## config.mk

```make
export PLATFORM = sky130hd
export DESIGN_NAME = fetch_unit
export DESIGN_NICKNAME = d
export VERILOG_FILES = /design/src/rtl/fetch_unit.sv
export SDC_FILE = /design/constraint.sdc
export NUM_CORES = 1
export LEC_CHECK = 0
export ABC_AREA = 1
export CAP_MARGIN = 0
export CORE_MARGIN = 1.5
export CORE_UTILIZATION = 35
export DETAILED_ROUTE_END_ITERATION = 8
export HOLD_SLACK_MARGIN = 0.15
export PLACE_DENSITY = 0.71
export SYNTH_ARGS = -nofsm -noshare
export SYNTH_HDL_FRONTEND = slang
export SYNTH_SLANG_ARGS = --single-unit
```

## constraint.sdc

```tcl
create_clock -name clk -period 1.4 [get_ports clk]
set_input_delay 0.14 -clock clk [delete_from_list [all_inputs] [get_ports clk]]
set_output_delay 0.14 -clock clk [all_outputs]
set_load 0.1 [all_outputs]
```

## src/rtl/fetch_unit.sv

```systemverilog
// fetch_unit
//   Instruction-fetch stage. Owns the architectural program counter, reads
//   the word at pc from instruction memory over a valid/ready-style
//   handshake, holds it for decode until acknowledged, then loads the next
//   PC from the branch/next-PC logic. Retiring an HLT opcode stops fetch
//   permanently until reset.
//
//   Ports
//     clk          core clock, rising edge
//     rst_n        asynchronous active-low reset
//     pc_next      next PC from branch logic, used only on ack (bit 0 dropped)
//     imem_addr    instruction memory address (always equals pc)
//     imem_rd      read request, high while fetching
//     imem_data    instruction word from memory
//     imem_valid   memory response valid
//     pc           current program counter, bit 0 always 0
//     instr        latched instruction word
//     instr_valid  instr is presented to decode
//     instr_ack    decode consumes instr
//     halted       HLT retired, fetch stopped
//     retired      count of acknowledged instructions, wraps mod 2^16
//
//   state  | meaning
//   -------+-----------------------------------------------------------
//   IDLE   | one cycle after reset, no request issued
//   FETCH  | imem_rd high, waiting for imem_valid
//   HOLD   | instr_valid high, waiting for instr_ack
//   HALT   | HLT retired; everything frozen until reset

module fetch_unit #(
   parameter logic [3:0] HLT_OPC = 4'hF
) (
   input  logic        clk,
   input  logic        rst_n,
   input  logic [15:0] pc_next,
   output logic [15:0] imem_addr,
   output logic        imem_rd,
   input  logic [15:0] imem_data,
   input  logic        imem_valid,
   output logic [15:0] pc,
   output logic [15:0] instr,
   output logic        instr_valid,
   input  logic        instr_ack,
   output logic        halted,
   output logic [15:0] retired
);

   localparam logic [1:0] S_IDLE  = 2'd0;
   localparam logic [1:0] S_FETCH = 2'd1;
   localparam logic [1:0] S_HOLD  = 2'd2;
   localparam logic [1:0] S_HALT  = 2'd3;

   logic [1:0] state;

   // PC is always halfword aligned; the low bit of pc_next carries nothing.
   logic unused_pc_next_lsb;
   assign unused_pc_next_lsb = pc_next[0];

   always_ff @(posedge clk or negedge rst_n) begin
      if (!rst_n) begin
         state   <= S_IDLE;
         pc      <= 16'h0000;
         instr   <= 16'h0000;
         retired <= 16'h0000;
      end else begin
         case (state)
            S_IDLE: state <= S_FETCH;
            S_FETCH: begin
               if (imem_valid) begin
                  instr <= imem_data;
                  state <= S_HOLD;
               end
            end
            S_HOLD: begin
               if (instr_ack) begin
                  retired <= retired + 16'd1;
                  if (instr[15:12] == HLT_OPC) begin
                     state <= S_HALT;
                  end else begin
                     pc    <= {pc_next[15:1], 1'b0};
                     state <= S_FETCH;
                  end
               end
            end
            default: state <= S_HALT;
         endcase
      end
   end

   // Handshake outputs decode straight from the registered state, so the
   // read request goes out in the same cycle FETCH is entered.
   assign imem_addr   = pc;
   assign imem_rd     = (state == S_FETCH);
   assign instr_valid = (state == S_HOLD);
   assign halted      = (state == S_HALT);

endmodule

```

Figure 1. Cell outlines without signal wires.
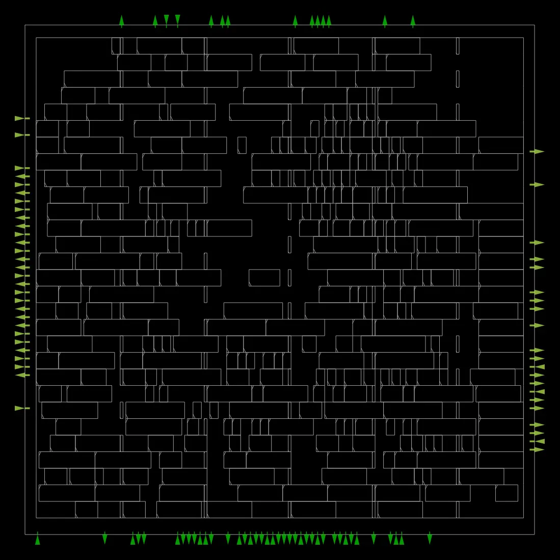
row count: 29
sequential share of cell area: 31.1%
number of standard cells in the layout, taps in and fillers out: 401
final core utilization: 66.3%

Figure 2. Wires at chosen ports, followed through buffers.
(6 px per um)
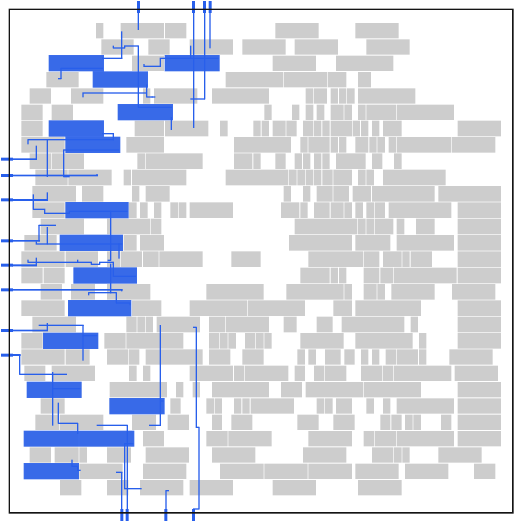
color	port	bits	direction	edge	end cells	buffers	wire
blue	instr	16	output	8 west, 4 north, 4 south	16	16	449 um

==> notes.md <==
The layout was made with Yosys and OpenROAD.

Counting only logic cells after layout, the most numerous master is sky130_fd_sc_hd__buf_12. Among the non-sequential cells, simple AND/OR/NAND/NOR gates take the most area. The met1 layer usage reported by global route is 19.7%. The number of buffers and inverters on the critical path is 1.

The clock tree from TritonCTS is yes. The worst setup path is captured at a flip-flop. The most common logic cells in the final layout are 66 x sky130_fd_sc_hd__buf_12, 61 x sky130_fd_sc_hd__nand2_1, 33 x sky130_fd_sc_hd__clkdlybuf4s50_1, 22 x sky130_fd_sc_hd__dfrtp_2, 18 x sky130_fd_sc_hd__nand3_1. For this block, the routed nets add up to 5340 um of wire. Routing resource usage on met3 recorded by global route was 5.24%.

The arrival time of the worst setup path is 1.51 ns. The endpoint of the most critical register-to-register path is instr[0]. The busiest metal layer after global routing is met2.

Looking at the post-CTS report, the setup buffer insertion count equals 0. Looking at the clock tree report, the root buffer type is sky130_fd_sc_hd__clkbuf_8. Pins over their slew limit in the final report were tallied at 0.

The number of buffers on the longest clock path is 2. Per the OpenROAD floorplan log, the width of the die is 83.7 um. The total standard cell area after synthesis is 2280 um^2.

The highest-delay cell along the critical path is sky130_fd_sc_hd__dfrtp_1. The run finished with clean final reports. The synthesis stats list as the most numerous cell sky130_fd_sc_hd__nand2_1.

The area taken by multi-input logic gates is 870 um^2. The largest net degree at the start of global routing is 50. The synthesized design spends more area on one cell type than any other, namely sky130_fd_sc_hd__dfrtp_1. For this run, the leading register cell type out of synthesis is sky130_fd_sc_hd__dfrtp_1.

The count of buffers from port buffering is 99. The first-pass GRT wire length is 8970 um.

Before CTS, the worst setup slack after placement is -0.0515 ns. The number of cells on the worst reg-to-reg path is 4. The via count of the first global-routing pass is 1,870.

The final net count is 360. The largest cell class by area is buffers. The final worst slack is 0.0861 ns.

The number of multi-input combinational cells in the layout is 140. The sequential cell area is 1300 um^2.

The H-tree generated during clock tree synthesis spans 2 levels. Global routing used 16.2% of the available tracks. At the worst endpoint, the required time is 1.60 ns. OpenSTA lists the critical path endpoint as instr[0]. The number of inserted filler cells in the final layout is 485.

The number of placed instances with taps included is 389. Adding up every negative setup slack in the final design gives 0 ns. Walking the worst path, the cells encountered are inv_2, nor2_4, nand2_4, mux2_2. Setup violations remaining at the end of the flow were counted as 0. The count of library flops with an enable pin is 0.

The number of cells in the yosys synthesis report is 227. Ranked by total cell area, the synthesized netlist is headed by sky130_fd_sc_hd__dfrtp_1 54%, sky130_fd_sc_hd__nand2_1 10%, sky130_fd_sc_hd__mux2_4 5.9%, sky130_fd_sc_hd__buf_4 5.6%, sky130_fd_sc_hd__nand3_1 4.6%. For reference, the mux area share after synthesis is 9.39%. The count of flip-flops and latches is 49. The maximum cell stage delay along the critical path is 0.41 ns. After synthesis, the most frequently instantiated cells are 62 x sky130_fd_sc_hd__nand2_1, 49 x sky130_fd_sc_hd__dfrtp_1, 21 x sky130_fd_sc_hd__nand3_1. The total tool warning count is 28.

The detailed router's first-iteration violation count is 83. The layout has 7 clock buffers. The worst hold-check path type is input pin to asynchronous set/reset pin. The final hold slack is 0.356 ns. Multi-input gates account for 20.8% of the area.

The number of remaining DRC errors is 0. The height of the die is 83.7 um. The length of routed met3 wiring is 356 um. The detailed router placed 1,856 vias in this run. The initial antenna violation count is 0. The met2 usage is 27.0%.

Once the clock tree was built, the resizer swapped 0 gates to a different size. The floorplan utilization is 36.1%. In the synthesized netlist, the number of instances is 227. Pin placement for this block handled 103 I/O pins. The number of antenna diodes is 0. The number of synthesized register bits is 49. The largest fanout of any net on the critical path is 17.

In this run the maximum-capacitance check reported violations numbering 0. Summing the sequential cell areas from Yosys gives 53.8% of the chip area. The placement summary gives the final routability congestion estimate as 0.761. The number of stages on the worst setup path is 4. The cell area after placement is 4030 um^2. For the worst-skew pair, the clock arrives at the later sink with an insertion delay of 0.31 ns. The detail-routed net length per standard cell is 13.3 um.

In the log, the iteration count for the first detailed-route pass is 4. On the final layout, the worst clock skew is 0.00923 ns. The worst register-to-register path begins at state[0]. The count of nets left with antenna violations once routing finished came out at 0. The synthesized netlist devotes 0.549% of its cell area to compound gates. In this run the biggest area consumer among cell types represents 53.8% of the synthesized area. In this run the layout overhead on the synthesized area is reported as 83.6%. Recorded from the global router log, the overflow total was 0. The area share of buffers outside the clock network is 41.5%. Per the post-CTS timing run, clock transition at the registers of the reported paths is 0.09 ns.

The xor/xnor cell area share of the yosys netlist is 3.84%. The worst setup path is of the flip-flop to flip-flop kind. The via density per instance is 4.63. STA classifies the critical path startpoint as a flip-flop. The adder-cell area share of the yosys netlist is 0.549%.

Counting I/O delays and the setup requirement, the final critical path takes 1.31 ns. Post-synthesis, Yosys gives the total cell area as 2280 um^2. The inverter count of the layout excluding clock inverters is 17. The cts-stage hold buffer count is 1. The simple-gate share of the synthesized area is 21.7%.

The total length of routed met2 wires is 2790 um. The wire length on met1 is 2120 um. With fillers left out, the area of the finished cells amounts to 4180 um^2. The async set-or-reset flop fraction in the synthesized netlist is 100%. The sink count of the clock tree is 49. The origin of the worst setup path is state[0]. The area of the die is 7000 um^2. The worst setup slack for register-to-register paths is 0.09 ns. The highest achievable clock rate is 761 MHz. The final hold violation count recorded for this run is 0. The estimated wirelength of the detail-placed design is 4110 um. The number of buffers created by CTS is 5. The number of different library cells in the post-synthesis netlist is 26. Of the cells placed in the final design, the portion with a size suffix greater than 1 is 46.3%. The cell class contributing the biggest share of worst-path delay is flip-flops.

Signal nets in the final route climb as high as met4.
Figure 3. Wiring by layer.
(4 px per um) Only two layers are drawn.
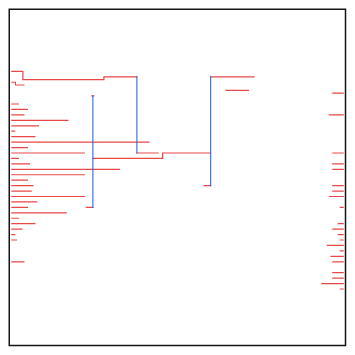
color	layer	wire length
red	metal 3	357 um
blue	metal 4	74.1 um

